Fig. 1: cell density map
The die is cut into 10 by 10 equal tiles; white is low, dark blue is high, 0 to 100% covered.
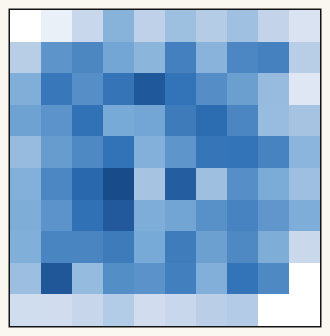
Fig. 2: the metal 3 layer
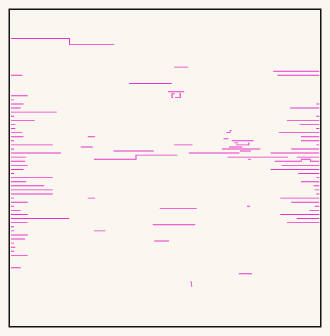
Fig. 3: placed standard cells
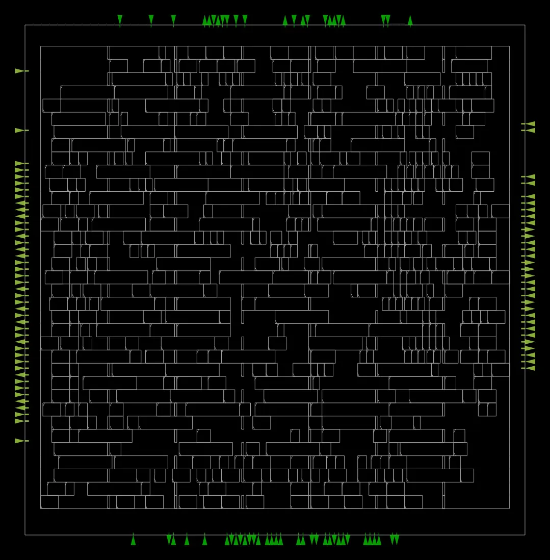
`config.mk`:
```
export PLATFORM = sky130hd
export DESIGN_NAME = wb_port_arbiter
export DESIGN_NICKNAME = d
export VERILOG_FILES = /design/src/rtl/wb_port_arbiter.sv
export SDC_FILE = /design/constraint.sdc
export NUM_CORES = 1
export LEC_CHECK = 0
export ABC_AREA = 1
export CORE_AREA = 3 3 100 102
export CTS_CLUSTER_DIAMETER = 60
export DETAILED_ROUTE_END_ITERATION = 12
export DIE_AREA = 0 0 103 105
export PLACE_DENSITY_LB_ADDON = 0.12
export SYNTH_ARGS = -nofsm -noshare
export SYNTH_HDL_FRONTEND = slang
export SYNTH_SLANG_ARGS = --single-unit
```
`constraint.sdc`:
```
create_clock -name clk -period 7.7 [get_ports clk]
set_clock_uncertainty 0.15 [all_clocks]
set_input_delay 1.54 -clock clk [delete_from_list [all_inputs] [get_ports clk]]
set_output_delay 1.54 -clock clk [all_outputs]
set_load 0.05 [all_outputs]
```
`src/rtl/wb_port_arbiter.sv`:
```
// Register-file write-port arbiter: pipeline writebacks always win, MDU results
// queue in a small FIFO and drain into idle cycles, with starvation-driven bubble requests.
module wb_port_arbiter #(
  parameter int DEPTH        = 2,
  parameter int STARVE_LIMIT = 4
) (
  input  logic        clk,
  input  logic        reset,
  input  logic        RegWriteW,
  input  logic [4:0]  WriteRegW,
  input  logic [31:0] ResultW,
  input  logic        mdu_valid,
  input  logic [4:0]  mdu_reg,
  input  logic [31:0] mdu_data,
  output logic        mdu_ready,
  output logic        rf_we,
  output logic [4:0]  rf_wa,
  output logic [31:0] rf_wd,
  output logic        drain_req,
  input  logic [4:0]  rsD,
  input  logic [4:0]  rtD,
  output logic        pend_rs,
  output logic        pend_rt
);

  localparam int AW = $clog2(DEPTH);
  localparam int SW = $clog2(STARVE_LIMIT + 1);
  localparam logic [AW:0]   FULL_COUNT = (AW + 1)'(DEPTH);
  localparam logic [SW-1:0] STARVE_MAX = SW'(STARVE_LIMIT);

  logic [4:0]    r_reg_mem  [DEPTH];
  logic [31:0]   r_data_mem [DEPTH];
  logic [AW-1:0] r_wr_ptr;
  logic [AW-1:0] r_rd_ptr;
  logic [AW:0]   r_count;
  logic [SW-1:0] r_starve;
  logic          r_drain;

  logic          w_empty;
  logic          w_full;
  logic          w_pipe_live;
  logic          w_accept;
  logic          w_push;
  logic          w_pop;
  logic [SW-1:0] w_starve_next;
  logic [DEPTH-1:0] w_match_rs;
  logic [DEPTH-1:0] w_match_rt;

  assign w_empty     = (r_count == '0);
  assign w_full      = (r_count == FULL_COUNT);
  assign w_pipe_live = RegWriteW && (WriteRegW != 5'd0);

  // Fullness is judged before any same-cycle pop, so a full FIFO never accepts.
  assign mdu_ready = !reset && !w_full;
  assign w_accept  = mdu_valid && mdu_ready;
  assign w_push    = w_accept && (mdu_reg != 5'd0);
  assign w_pop     = !reset && !w_pipe_live && !w_empty;

  always_comb begin
    rf_we = 1'b0;
    rf_wa = 5'd0;
    rf_wd = 32'd0;
    if (!reset) begin
      if (w_pipe_live) begin
        rf_we = 1'b1;
        rf_wa = WriteRegW;
        rf_wd = ResultW;
      end else if (!w_empty) begin
        rf_we = 1'b1;
        rf_wa = r_reg_mem[r_rd_ptr];
        rf_wd = r_data_mem[r_rd_ptr];
      end
    end
  end

  always_ff @(posedge clk) begin
    if (w_push) begin
      r_reg_mem[r_wr_ptr]  <= mdu_reg;
      r_data_mem[r_wr_ptr] <= mdu_data;
    end
  end

  always_ff @(posedge clk) begin
    if (reset) begin
      r_wr_ptr <= '0;
      r_rd_ptr <= '0;
      r_count  <= '0;
    end else begin
      if (w_push) begin
        r_wr_ptr <= r_wr_ptr + 1'b1;
      end
      if (w_pop) begin
        r_rd_ptr <= r_rd_ptr + 1'b1;
      end
      case ({w_push, w_pop})
        2'b10:   r_count <= r_count + 1'b1;
        2'b01:   r_count <= r_count - 1'b1;
        default: r_count <= r_count;
      endcase
    end
  end

  always_comb begin
    w_starve_next = r_starve;
    if (w_pop || w_empty) begin
      w_starve_next = '0;
    end else if (r_starve < STARVE_MAX) begin
      w_starve_next = r_starve + 1'b1;
    end
  end

  // drain_req mirrors the saturated counter one-for-one, so it falls right after a pop.
  always_ff @(posedge clk) begin
    if (reset) begin
      r_starve <= '0;
      r_drain  <= 1'b0;
    end else begin
      r_starve <= w_starve_next;
      r_drain  <= (w_starve_next == STARVE_MAX);
    end
  end

  assign drain_req = r_drain;

  genvar gi;
  generate
    for (gi = 0; gi < DEPTH; gi++) begin : g_pend
      logic [AW-1:0] w_offset;
      logic          w_valid;
      // An entry is live when its distance from the head is below the count.
      assign w_offset       = AW'(gi) - r_rd_ptr;
      assign w_valid        = ({1'b0, w_offset} < r_count);
      assign w_match_rs[gi] = w_valid && (r_reg_mem[gi] == rsD);
      assign w_match_rt[gi] = w_valid && (r_reg_mem[gi] == rtD);
    end
  endgenerate

  assign pend_rs = (rsD != 5'd0) && (|w_match_rs);
  assign pend_rt = (rtD != 5'd0) && (|w_match_rt);

endmodule
```
==> reports/metrics.csv <==
metric;value;unit
status;complete, no violations;
synth_nets;514;
clockRootBuffer;clkbuf_8;
end_kind;output port;
rsz0062_at_grt;no;
critical_path_required;6010;ps
synth_xor_xnor_area_share;0.643;%
syn_to_final_growth;36.2;%
num_rows;35;
p_leak;2.06;nW
grt_start_max_net_pins;78;
top_cells_by_area;edfxtp_1 (54%), nand2_1 (6.5%), nor2_1 (5.2%), a21oi_1 (4.9%), o21ai_0 (4.7%);
power_density;195;mW/mm^2
drive_gt1_share;6.93;%
ys_sh_adder;0.613;%
num-fill-cells;813;
holdWs;388;ps
critPathArrivalTime;4350;ps
yosysWarnings;0;
synth_area;0.00408;mm^2
cap_viol_max_count;0;
crit_top_cell;clkdlybuf4s50_1;
clockBufferDepth;2;
numCtsBuffers;9;
via_per_inst;5.23;
antenna_found_initial;0;
Back to the opening pictures, Fig. 1:
- nearly empty tiles: 4.0%
- fullest tile: 89%
- mean over tiles: 50%
- tiles over 75% full: 7.0%
FP Util: 44.4%
Util after Layout: 60.5%
core area: 0.00920 mm^2

Back to the opening pictures, Fig. 2:
- wire length on this layer: 680 um
- nets with wire on the layer: 94
- share of all routed wire: 6.7%
M3 GR Usage: 4.27%
Vias: 3,444
Routed WL: 10,100 um

Back to the opening pictures, Fig. 3:
final std cells w/o fill: 659
Well Taps: 111

-- registers in the layout, indices dropped and copies added, names as in the netlist, named ones only --
register / cells
r_data_mem: 64
r_reg_mem: 10
r_starve: 3
r_count: 2
drain_req: 1
r_rd_ptr: 1
r_wr_ptr: 1
-- critical path: cells and delay by family --
kind | cells | cell delay [ps]
buf+inv | 2 | 1240
simple gates | 3 | 1090
compound gates | 2 | 430
-- metrics by stage --
step,instances,power (mW)
detailed placement,643,0.792
CTS,659,1.10
floorplan,424,0.692
global placement,643,0.788
global route,659,1.14
finish,659,1.09
-- cells by family (layout without fill, tap and decap cells) --
kind of cell / Yosys count / after routing
AND/OR/NAND/NOR: 164 / 164
AND-OR/OR-AND: 119 / 119
buffers and inverters: 53 / 177
adder cells (fa/ha/maj): 2 / 2
XOR/XNOR: 3 / 3
flip-flops: 83 / 83
-- path summary, 6_finish.rpt --
kind                              startpoint                end  slack (ps)  depth (start not counted)
worst max register to register    r_count[0]  r_data_mem[1][18]        5240                          5
worst max-delay path            WriteRegW[1]          rf_wd[10]        1660                          7
worst min register to register   r_starve[1]        r_starve[1]         390                          2
worst min-delay path             r_starve[1]        r_starve[1]         390                          2
-- power breakdown --
part / internal, mW / switching, mW / leakage (nW)
combinational: 0.102 / 0.161 / 1.22
sequential: 0.510 / 0.00717 / 0.752
clock: 0.152 / 0.154 / 0.0901
-- routing by layer --
metal / GRT usage (%) / vias up
li1: - / 1712
met1: 23.0 / 1597
met2: 33.0 / 124
met3: 4.27 / 11
met4: 5.27 / 0
met5: 0 / -
-- layout make-up --
cell class | instances | share of cell area [%]
well taps | 111 | 2.50
clock buffers | 11 | 2.36
repair buffers | 131 | 23.5
clock inverters | 5 | 1.12
flip-flops and latches | 83 | 43.2
multi-input cells | 288 | 25.3
inverters | 30 | 2.02
Power figures rest on the tool's default switching activity, not on a simulated workload.
